### M1 wires, run 1

Supply wires on this layer in grey.
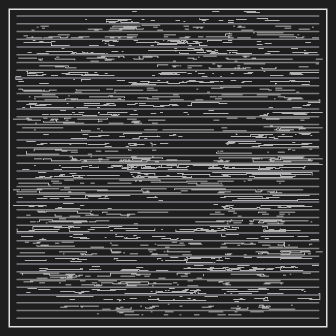
### M2 wires, run 1

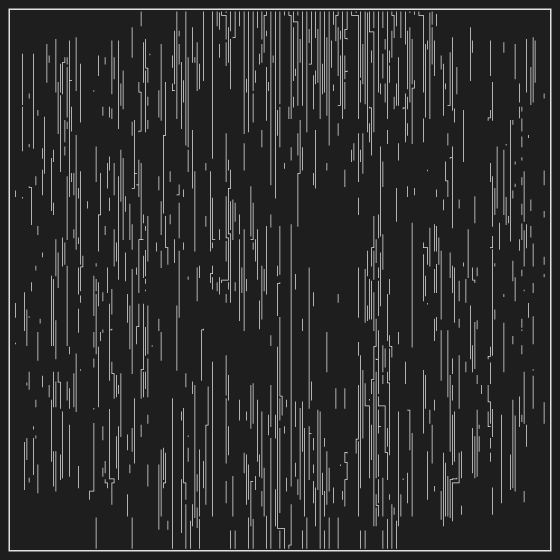
### The metal 3 layer, run 1

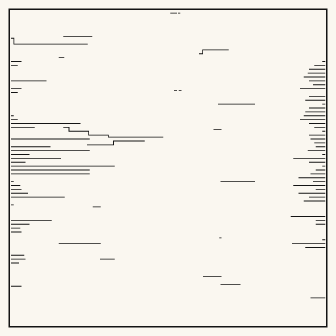
==> config.mk <==
export PLATFORM = sky130hd
export DESIGN_NAME = exmem_skid_flat
export DESIGN_NICKNAME = d
export VERILOG_FILES = /design/src/rtl/exmem_skid_pkg.sv /design/src/rtl/exmem_skid_if.sv /design/src/rtl/exmem_skid_entry.sv /design/src/rtl/exmem_skid.sv /design/src/flat_wrapper.sv
export SDC_FILE = /design/constraint.sdc
export NUM_CORES = 1
export LEC_CHECK = 0
export CAP_MARGIN = 20
export CORE_MARGIN = 2
export CORE_UTILIZATION = 45
export CTS_CLUSTER_DIAMETER = 40
export DETAILED_ROUTE_END_ITERATION = 10
export PLACE_DENSITY_LB_ADDON = 0.2
export SYNTH_ARGS = -nofsm -noshare
export SYNTH_HDL_FRONTEND = slang
export SYNTH_HIERARCHICAL = 1
export SYNTH_SLANG_ARGS = --single-unit
==> constraint.sdc <==
create_clock -name clk -period 2.07 [get_ports clk]
set_input_delay 0.207 -clock clk [delete_from_list [all_inputs] [get_ports clk]]
set_output_delay 0.207 -clock clk [all_outputs]
set_load 0.1 [all_outputs]
==> src/rtl/exmem_skid_pkg.sv <==
// Shared widths, FSM state encoding and the stored-entry layout for the EX/MEM skid buffer.
package exmem_skid_pkg;
   localparam int REG_SIZE  = 32;
   localparam int ADDR_SIZE = 32;

   typedef enum logic [1:0] {
      EMPTY = 2'd0,
      ONE   = 2'd1,
      FULL  = 2'd2
   } state_t;

   typedef struct packed {
      logic [REG_SIZE-1:0] aluresult;
      logic [4:0]          dst;
      logic                regwrite;
      logic                is_branch;
   } entry_t;

   // Overflowing results and writes to x0 never reach the register file.
   function automatic entry_t make_entry(input logic [REG_SIZE-1:0] aluresult,
                                         input logic [4:0]          dst,
                                         input logic                regwrite,
                                         input logic                overflow,
                                         input logic                is_branch);
      entry_t e;
      e.aluresult = aluresult;
      e.dst       = dst;
      e.regwrite  = regwrite && !overflow && (dst != 5'd0);
      e.is_branch = is_branch;
      return e;
   endfunction
endpackage

==> src/rtl/exmem_skid_if.sv <==
// Exec-side and mem-side handshake bundle of the EX/MEM skid buffer.
interface exmem_skid_if;
   import exmem_skid_pkg::*;

   logic                 in_valid;
   logic                 in_ready;
   logic [REG_SIZE-1:0]  in_aluresult;
   logic                 in_zero;
   logic                 in_overflow;
   logic [ADDR_SIZE-1:0] in_new_pc;
   logic [4:0]           in_dst;
   logic                 in_is_branch;
   logic                 in_regwrite;

   logic                 out_valid;
   logic                 out_ready;
   logic [REG_SIZE-1:0]  out_aluresult;
   logic [4:0]           out_dst;
   logic                 out_regwrite;
   logic                 out_is_branch;

   modport slave (
      input  in_valid, in_aluresult, in_zero, in_overflow, in_new_pc,
             in_dst, in_is_branch, in_regwrite, out_ready,
      output in_ready, out_valid, out_aluresult, out_dst, out_regwrite, out_is_branch
   );

   modport master (
      output in_valid, in_aluresult, in_zero, in_overflow, in_new_pc,
             in_dst, in_is_branch, in_regwrite, out_ready,
      input  in_ready, out_valid, out_aluresult, out_dst, out_regwrite, out_is_branch
   );
endinterface

==> src/rtl/exmem_skid_entry.sv <==
// One buffered EX/MEM entry: an enable-loaded register cleared by reset.
module skid_entry
   import exmem_skid_pkg::*;
(
   input  logic   clk,
   input  logic   rst_n,
   input  logic   en,
   input  entry_t d,
   output entry_t q
);
   always_ff @(posedge clk or negedge rst_n) begin
      if (!rst_n)  q <= '0;
      else if (en) q <= d;
   end
endmodule

==> src/rtl/exmem_skid.sv <==
// Two-entry in-order EX/MEM skid buffer with branch redirect and overflow exception pulses.
module exmem_skid
   import exmem_skid_pkg::*;
(
   input  logic                 clk,
   input  logic                 rst_n,
   input  logic                 flush,
   exmem_skid_if.slave          bus,
   output logic                 redirect_valid,
   output logic [ADDR_SIZE-1:0] redirect_pc,
   output logic                 exc_overflow,
   output logic [1:0]           occupancy
);
   state_t state_q, state_d;
   logic   ready_q;
   logic   push, pop;
   logic   head_en, tail_en;
   entry_t in_entry, head_d, head_q, tail_q;

   assign in_entry = make_entry(bus.in_aluresult, bus.in_dst, bus.in_regwrite,
                                bus.in_overflow, bus.in_is_branch);

   // Slot "head" is always the oldest entry; "tail" only holds the second one in FULL.
   always_comb begin
      push    = bus.in_valid && ready_q && !flush;
      pop     = (state_q != EMPTY) && bus.out_ready && !flush;
      state_d = state_q;
      head_en = 1'b0;
      tail_en = 1'b0;
      head_d  = in_entry;
      if (flush) begin
         state_d = EMPTY;
      end else begin
         unique case (state_q)
            EMPTY: if (push) begin
               state_d = ONE;
               head_en = 1'b1;
            end
            ONE: begin
               if (push && pop) begin
                  head_en = 1'b1;
               end else if (push) begin
                  state_d = FULL;
                  tail_en = 1'b1;
               end else if (pop) begin
                  state_d = EMPTY;
               end
            end
            FULL: if (pop) begin
               state_d = ONE;
               head_en = 1'b1;
               head_d  = tail_q;
            end
            default: state_d = EMPTY;
         endcase
      end
   end

   // in_ready is a registered decode of the next state so it stays low throughout reset.
   always_ff @(posedge clk or negedge rst_n) begin
      if (!rst_n) begin
         state_q        <= EMPTY;
         ready_q        <= 1'b0;
         redirect_valid <= 1'b0;
         redirect_pc    <= '0;
         exc_overflow   <= 1'b0;
      end else begin
         state_q        <= state_d;
         ready_q        <= (state_d != FULL);
         redirect_valid <= push && bus.in_is_branch && bus.in_zero;
         if (push && bus.in_is_branch && bus.in_zero) redirect_pc <= bus.in_new_pc;
         exc_overflow   <= push && bus.in_overflow && bus.in_regwrite;
      end
   end

   skid_entry u_head (.clk(clk), .rst_n(rst_n), .en(head_en), .d(head_d),   .q(head_q));
   skid_entry u_tail (.clk(clk), .rst_n(rst_n), .en(tail_en), .d(in_entry), .q(tail_q));

   assign bus.in_ready      = ready_q;
   assign bus.out_valid     = (state_q != EMPTY);
   assign bus.out_aluresult = head_q.aluresult;
   assign bus.out_dst       = head_q.dst;
   assign bus.out_regwrite  = head_q.regwrite;
   assign bus.out_is_branch = head_q.is_branch;
   assign occupancy         = state_q;
endmodule

==> src/flat_wrapper.sv <==
// flat-port wrapper written by rule: the top's interface ports become plain ports
module exmem_skid_flat import exmem_skid_pkg::*;
  (clk, rst_n, flush, redirect_valid, redirect_pc, exc_overflow, occupancy, bus_in_valid, bus_in_aluresult, bus_in_zero, bus_in_overflow, bus_in_new_pc, bus_in_dst, bus_in_is_branch, bus_in_regwrite, bus_out_ready, bus_in_ready, bus_out_valid, bus_out_aluresult, bus_out_dst, bus_out_regwrite, bus_out_is_branch);
  exmem_skid_if bus_i ();
  input  logic clk;
  input  logic rst_n;
  input  logic flush;
  output logic redirect_valid;
  output logic [ADDR_SIZE-1:0] redirect_pc;
  output logic exc_overflow;
  output logic [1:0] occupancy;
  input wire logic [$bits(bus_i.in_valid)-1:0] bus_in_valid;
  input wire logic [$bits(bus_i.in_aluresult)-1:0] bus_in_aluresult;
  input wire logic [$bits(bus_i.in_zero)-1:0] bus_in_zero;
  input wire logic [$bits(bus_i.in_overflow)-1:0] bus_in_overflow;
  input wire logic [$bits(bus_i.in_new_pc)-1:0] bus_in_new_pc;
  input wire logic [$bits(bus_i.in_dst)-1:0] bus_in_dst;
  input wire logic [$bits(bus_i.in_is_branch)-1:0] bus_in_is_branch;
  input wire logic [$bits(bus_i.in_regwrite)-1:0] bus_in_regwrite;
  input wire logic [$bits(bus_i.out_ready)-1:0] bus_out_ready;
  output wire logic [$bits(bus_i.in_ready)-1:0] bus_in_ready;
  output wire logic [$bits(bus_i.out_valid)-1:0] bus_out_valid;
  output wire logic [$bits(bus_i.out_aluresult)-1:0] bus_out_aluresult;
  output wire logic [$bits(bus_i.out_dst)-1:0] bus_out_dst;
  output wire logic [$bits(bus_i.out_regwrite)-1:0] bus_out_regwrite;
  output wire logic [$bits(bus_i.out_is_branch)-1:0] bus_out_is_branch;
  assign bus_i.in_valid = bus_in_valid;
  assign bus_i.in_aluresult = bus_in_aluresult;
  assign bus_i.in_zero = bus_in_zero;
  assign bus_i.in_overflow = bus_in_overflow;
  assign bus_i.in_new_pc = bus_in_new_pc;
  assign bus_i.in_dst = bus_in_dst;
  assign bus_i.in_is_branch = bus_in_is_branch;
  assign bus_i.in_regwrite = bus_in_regwrite;
  assign bus_i.out_ready = bus_out_ready;
  assign bus_in_ready = bus_i.in_ready;
  assign bus_out_valid = bus_i.out_valid;
  assign bus_out_aluresult = bus_i.out_aluresult;
  assign bus_out_dst = bus_i.out_dst;
  assign bus_out_regwrite = bus_i.out_regwrite;
  assign bus_out_is_branch = bus_i.out_is_branch;
  exmem_skid u_core (.clk(clk), .rst_n(rst_n), .flush(flush), .bus(bus_i), .redirect_valid(redirect_valid), .redirect_pc(redirect_pc), .exc_overflow(exc_overflow), .occupancy(occupancy));
endmodule
==> CHANGELOG.md, run 1 <==
## Implementation

- Maxcap violations: 0
- Max-area cell class: flip-flops and latches
- Top-area cell share: 0.560
- CP Depth: 5
- Share of async-settable or async-resettable flops after synthesis: 1.00
- Share of cells above drive strength 1: 0.567
- Well-Tap Cells: 143
- Yosys stat area: 5140 um^2
- Cell Type Count: 28
- Critical Path Source Type: register
- Seq area share: 0.396
- Port buffer count: 154
- Post-synth EDFFs: 0
- DR iter-0 viols: 104
- Tool warnings: 26
- Global Route met3 Usage: 0.0722
- Post-Synthesis Cells: between 300 and 400
- Pwr dens: 1310 nW/um^2
- Final setup viols: 0
- Drt pass-1 iters: 4
- Met2 usage: 0.294
- First-pass GRT wire length: 17600 um
- Status: completed
- Post-route ant nets: 0
- Placed cells: 602
- Final Hold Viols: 0
## Picture notes: 'M1 wires'
longest straight run	50.6 um
main direction	horizontal

## Picture notes: 'M2 wires'
longest straight run	53.7 um
nets with wire on the layer	518

## Picture notes: 'The metal 3 layer'
main direction	horizontal
share of all routed wire	6.9%
nets with wire on the layer	79
wire length on this layer	727 um
longest straight run	36.1 um

## run 1: final timing paths
check / start / to / slack, ns
setup / recovery: u_core/occupancy[0]$_DFF_PN0_ / u_core/u_head/q[4]$_DFFE_PN0P_ / 0.12
hold / removal: rst_n / u_core/u_tail/q[3]$_DFFE_PN0P_ / 0.29
setup reg to reg: u_core/occupancy[0]$_DFF_PN0_ / u_core/u_head/q[4]$_DFFE_PN0P_ / 0.12
hold reg to reg: u_core/redirect_pc[6]$_DFFE_PN0P_ / u_core/redirect_pc[6]$_DFFE_PN0P_ / 0.51
max in group asynchronous: rst_n / u_core/bus.in_ready$_DFF_PN0_ / 1.19
min in group clk: bus_in_new_pc[13] / u_core/redirect_pc[13]$_DFFE_PN0P_ / 0.41
## run 1: logic make-up (layout without fill, tap and decap cells)
| group | Yosys count | count (layout) | share of synthesized area |
|---|---|---|---|
| and+or+nand+nor | 19 | 19 | 0.0243 |
| AOI/OAI and AO/OA | 6 | 6 | 0.0107 |
| muxes | 148 | 148 | 0.366 |
| DFF | 115 | 115 | 0.560 |
| buffers and inverters | 18 | 204 | 0.0389 |
## run 1: through the flow
step           setup slack [ns]  power [mW]  hold WS, ns   util  cell area [um^2]
3_5_place_dp            -0.0295        6.93        0.192  0.596              6720
6_report                  0.120        9.54        0.285  0.647              7290
5_1_grt                  0.0827        9.89        0.315  0.647              7290
3_3_place_gp            -0.0124        6.86        0.189  0.596              6720
2_1_floorplan            0.0207        5.99      -0.0886      -              5160
4_1_cts                   0.119        9.65        0.286  0.647              7290
## run 1: flip-flops by register name (all words and copies together), names as in the netlist
signal	flops
u_core/occupancy	2
u_core/bus.in_ready	1
u_core/exc_overflow	1
u_core/redirect_valid	1
u_core/u_tail/q	39
u_core/redirect_pc	32
u_core/u_head/q	39
### Clock nets, run 1

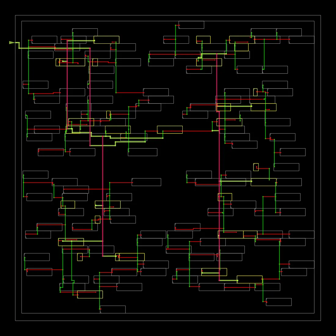

## Run 2: what changed since run 1
--- a/config.mk
+++ b/config.mk
@@ -10,7 +10,7 @@
 export CORE_UTILIZATION = 45
 export CTS_CLUSTER_DIAMETER = 40
 export DETAILED_ROUTE_END_ITERATION = 10
-export PLACE_DENSITY_LB_ADDON = 0.2
+export PLACE_DENSITY = 0.87
 export SYNTH_ARGS = -nofsm -noshare
 export SYNTH_HDL_FRONTEND = slang
 export SYNTH_HIERARCHICAL = 1
### Clock nets, run 2

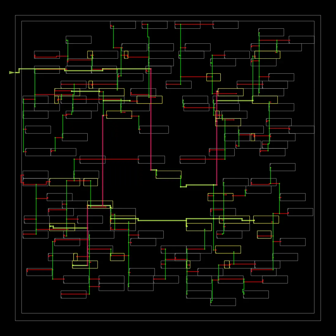
number of CTS-inserted buffers: 17
clk pwr: 2.82 mW
Setup Skew: 0.0114 ns

==> CHANGELOG.md, run 2 <==
## Implementation

- Status: completed
- Yosys stat area: 5140 um^2 (unchanged)
- Maxcap violations: 0 (unchanged)
- Setup WS post-layout: 0.145 ns (+0.0248 ns)
- Top-area cell share: 0.560 (unchanged)
- Final Hold Viols: 0 (unchanged)
- Critical Path Source Type: register
- DRC Markers: 0
- XOR/XNOR Area Share: 0 (unchanged)
- Final setup viols: 0 (unchanged)
- Clock sink count: about 120
- Post-Synthesis Cells: 306 (unchanged)
- Top non-seq family: multiplexers
- Largest registers: u_core/u_head/q (39), u_core/u_tail/q (39), u_core/redirect_pc (32)
- MUX area fraction: 0.366 (unchanged)
- Fin area: 7290 um^2 (about the same)
- FF-to-FF End: u_core/u_head/q[4]$_DFFE_PN0P_
- DR iter-0 viols: 80 (-23%)
- Core Util, Final: 0.647 (about the same)
- Max Slew Vio Count: 0
- Post-synth EDFFs: 0 (unchanged)
- Port buffer count: 154 (unchanged)
- Place WS: -0.0163 ns (+0.0132 ns)
- First-pass GRT wire length: 18000 um (+2.1%)
- Simple-gate share of the synthesized area: 0.0243 (unchanged)
- Post-Synth AOI/OAI Area: 0.0107 (unchanged)
- Reg-to-reg setup timing slack: 0.14 ns (+0.02 ns)
- Pwr dens: 1330 nW/um^2 (+1.6%)
- Placed cells: 605 (+0.50%)
- Reg2reg start: u_core/occupancy[0]$_DFF_PN0_
- Drt pass-1 iters: 4 (unchanged)
- Hold_ws: 0.373 ns (+0.0871 ns)
- Adders+Majority by Area: 0 (unchanged)
- Total Power: 9.70 mW (+1.7%)
- Share of cells above drive strength 1: 0.564 (-0.00344)
run 2: cell counts after synthesis:
No cell type changed its count.
run 2: metal layers:
| metal | up-vias | GRT usage | wire length (um) |
|---|---|---|---|
| li1 | 1460 | - | - |
| met1 | 1602 | 0.216 | 4330 |
| met2 | 108 | 0.314 | 5620 |
| met3 | 19 | 0.0689 | 723 |
| met4 | 0 | 0.0783 | 202 |
| met5 | - | 0 | 0 |
run 2: area by class of cell:
type                       instances  area (um^2)
fill                             839         3980
sequential                       115         2890
multi-input combinational        173         2090
timing repair buffer             173         1550
clock buffer                      28          507
tap                              143          179
clock inverter                     4         70.1
inverter                           2         7.51
run 2: critical path, stage by stage (launching register included):
cell and delay (ns):
dfrtp_4 0.49, nor2b_1 0.15, or3_1 0.35, a21oi_4 0.22, buf_12 0.21, mux2_2 0.36
run 2: how the worst max path moves through the flow:
stage / start / to / slack, ns / cells past startpoint
floorplan: u_core/occupancy[0]$_DFF_PN0_ / u_core/u_head/q[2]$_DFFE_PN0P_ / 0.02 / 6
global placement: bus_in_valid / u_core/u_head/q[21]$_DFFE_PN0P_ / -0.003 / 6
detailed placement: bus_out_ready / u_core/u_head/q[27]$_DFFE_PN0P_ / -0.02 / 6
CTS: u_core/occupancy[0]$_DFF_PN0_ / u_core/u_head/q[17]$_DFFE_PN0P_ / 0.13 / 5
global route: u_core/occupancy[0]$_DFF_PN0_ / u_core/u_head/q[17]$_DFFE_PN0P_ / 0.08 / 5
finish: u_core/occupancy[0]$_DFF_PN0_ / u_core/u_head/q[4]$_DFFE_PN0P_ / 0.14 / 5
run 2: timing repair:
item                      in CTS  in global routing
hold endpoints to repair     115                  0
setup buffers                  0                  0
hold buffers                   1                  0
resized                        0                  0
### M1 wires, run 2

Supply wires on this layer in grey.
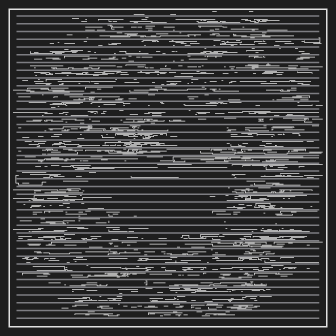

## Run 3: what changed since run 2
--- a/config.mk
+++ b/config.mk
@@ -8,6 +8,7 @@
 export CAP_MARGIN = 20
 export CORE_MARGIN = 2
 export CORE_UTILIZATION = 45
+export CTS_BUF_LIST = sky130_fd_sc_hd__clkbuf_8
 export CTS_CLUSTER_DIAMETER = 40
 export DETAILED_ROUTE_END_ITERATION = 10
 export PLACE_DENSITY = 0.87
### M1 wires, run 3

Supply wires on this layer in grey.
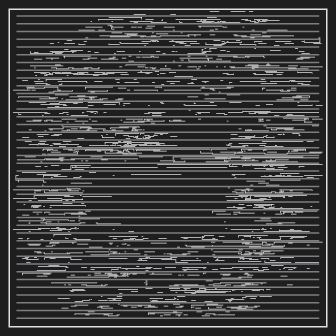
wire length on this layer	4240 um
longest straight run	31.7 um
share of all routed wire	40%
nets with wire on the layer	483

==> CHANGELOG.md, run 3 <==
## Implementation

- First-pass GRT wire length: 17700 um (-1.5%)
- Leak pwr: 3.22 nW
- Drt pass-1 iters: 4 (unchanged)
- P_comb: 3.81 mW
- Place WS: -0.0163 ns (unchanged)
- Total Power: 8.86 mW (-8.7%)
- # Post-CTS Setup Buffers: 0 (unchanged)
- Placed cells: 605 (unchanged)
- Maxcap violations: 0 (unchanged)
- Setup Skew: 0.0113 ns (-0.0000434 ns)
- DRC Markers: 0 (unchanged)
- Pwr dens: 1250 nW/um^2 (-6.3%)
- Slowest stage delay, CP: 0.50 ns (about the same)
- DR iter-0 viols: 100 (+25%)
- Post-synth EDFFs: 0 (unchanged)
- Clock sink count: 115 (unchanged)
- Number of global-route vias before repair: 3581
- WP buf/inv: 1 (unchanged)
- Final setup viols: 0 (unchanged)
- Status: completed
- Port buffer count: 154 (unchanged)
- Yosys stat area: 5140 um^2 (unchanged)
- Reg-to-reg setup timing slack: 0.13 ns (about the same)
- Critical Path Source Type: register
- FF-to-FF End: u_core/u_head/q[19]$_DFFE_PN0P_
- Crit path cell chain: nor2b_1 -> or3_1 -> a21oi_4 -> buf_4 -> mux2_2
- Crit path max-delay cell type: dfrtp_4
- Post-Synthesis Cells: 306 (unchanged)
- Reg2reg start: u_core/occupancy[0]$_DFF_PN0_
- Cell family with most CP delay: flip-flops
- Hold_ws: 0.348 ns (-0.0249 ns)
- Seq pwr share: 0.346
- Core Util, Final: 0.630 (-0.0170)
- Final Hold Viols: 0 (unchanged)
- Setup WS post-layout: 0.132 ns (-0.0124 ns)
==> run 3: cell counts after synthesis <==
Identical to the previous run, type by type.
==> run 3: cell type report <==
type | count | area, um^2 | share of cell area
Sequential cell | 115 | 2890 | 0.406
Clock inverter | 11 | 96.3 | 0.0136
Clock buffer | 21 | 289 | 0.0407
Timing Repair Buffer | 173 | 1550 | 0.219
Tap cell | 143 | 179 | 0.0252
Inverter | 2 | 7.51 | 0.00106
Multi-Input combinational cell | 173 | 2090 | 0.294
==> run 3: routing by layer <==
| layer | up-vias | track usage | part of all wire |
|---|---|---|---|
| li1 | 1459 | - | - |
| met1 | 1600 | 0.213 | 0.40 |
| met2 | 107 | 0.308 | 0.51 |
| met3 | 20 | 0.0672 | 0.070 |
| met4 | 0 | 0.0817 | 0.025 |
| met5 | - | 0 | 0 |
==> run 3: cells by family (layout without fill, tap and decap cells) <==
family	after synthesis	in the layout	share of synthesized area
buf+inv	18	207	0.0389
simple gates	19	19	0.0243
mux	148	148	0.366
compound gates	6	6	0.0107
flops	115	115	0.560
==> run 3: worst max-delay path by stage <==
stage                                       start                         endpoint  slack, ns  cells after the start
global route        u_core/occupancy[0]$_DFF_PN0_  u_core/u_head/q[19]$_DFFE_PN0P_       0.07                      5
CTS                 u_core/occupancy[0]$_DFF_PN0_  u_core/u_head/q[27]$_DFFE_PN0P_       0.12                      5
finish              u_core/occupancy[0]$_DFF_PN0_  u_core/u_head/q[19]$_DFFE_PN0P_       0.13                      5
detailed placement                  bus_out_ready  u_core/u_head/q[27]$_DFFE_PN0P_      -0.02                      6
floorplan           u_core/occupancy[0]$_DFF_PN0_   u_core/u_head/q[2]$_DFFE_PN0P_       0.02                      6
global placement                     bus_in_valid  u_core/u_head/q[21]$_DFFE_PN0P_     -0.003                      6

==> notes/layouts.md <==
Pictures saved along the way, in no particular order.

The metal 4 layer.
Bar = 20 um. Supply wires on this layer in grey.
Plate I
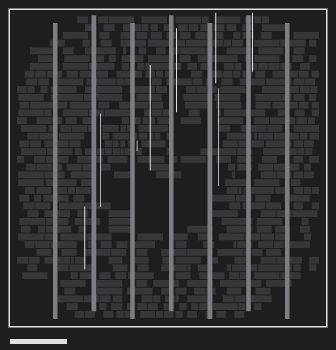
Plate II
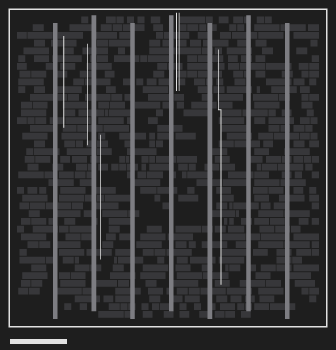
- Plate II = run 1
- Plate I = run 2

Key to Plate II:
wire length on this layer	248 um
longest straight run	61.3 um
share of all routed wire	2.3%

Power and IR drop assume default switching activity.
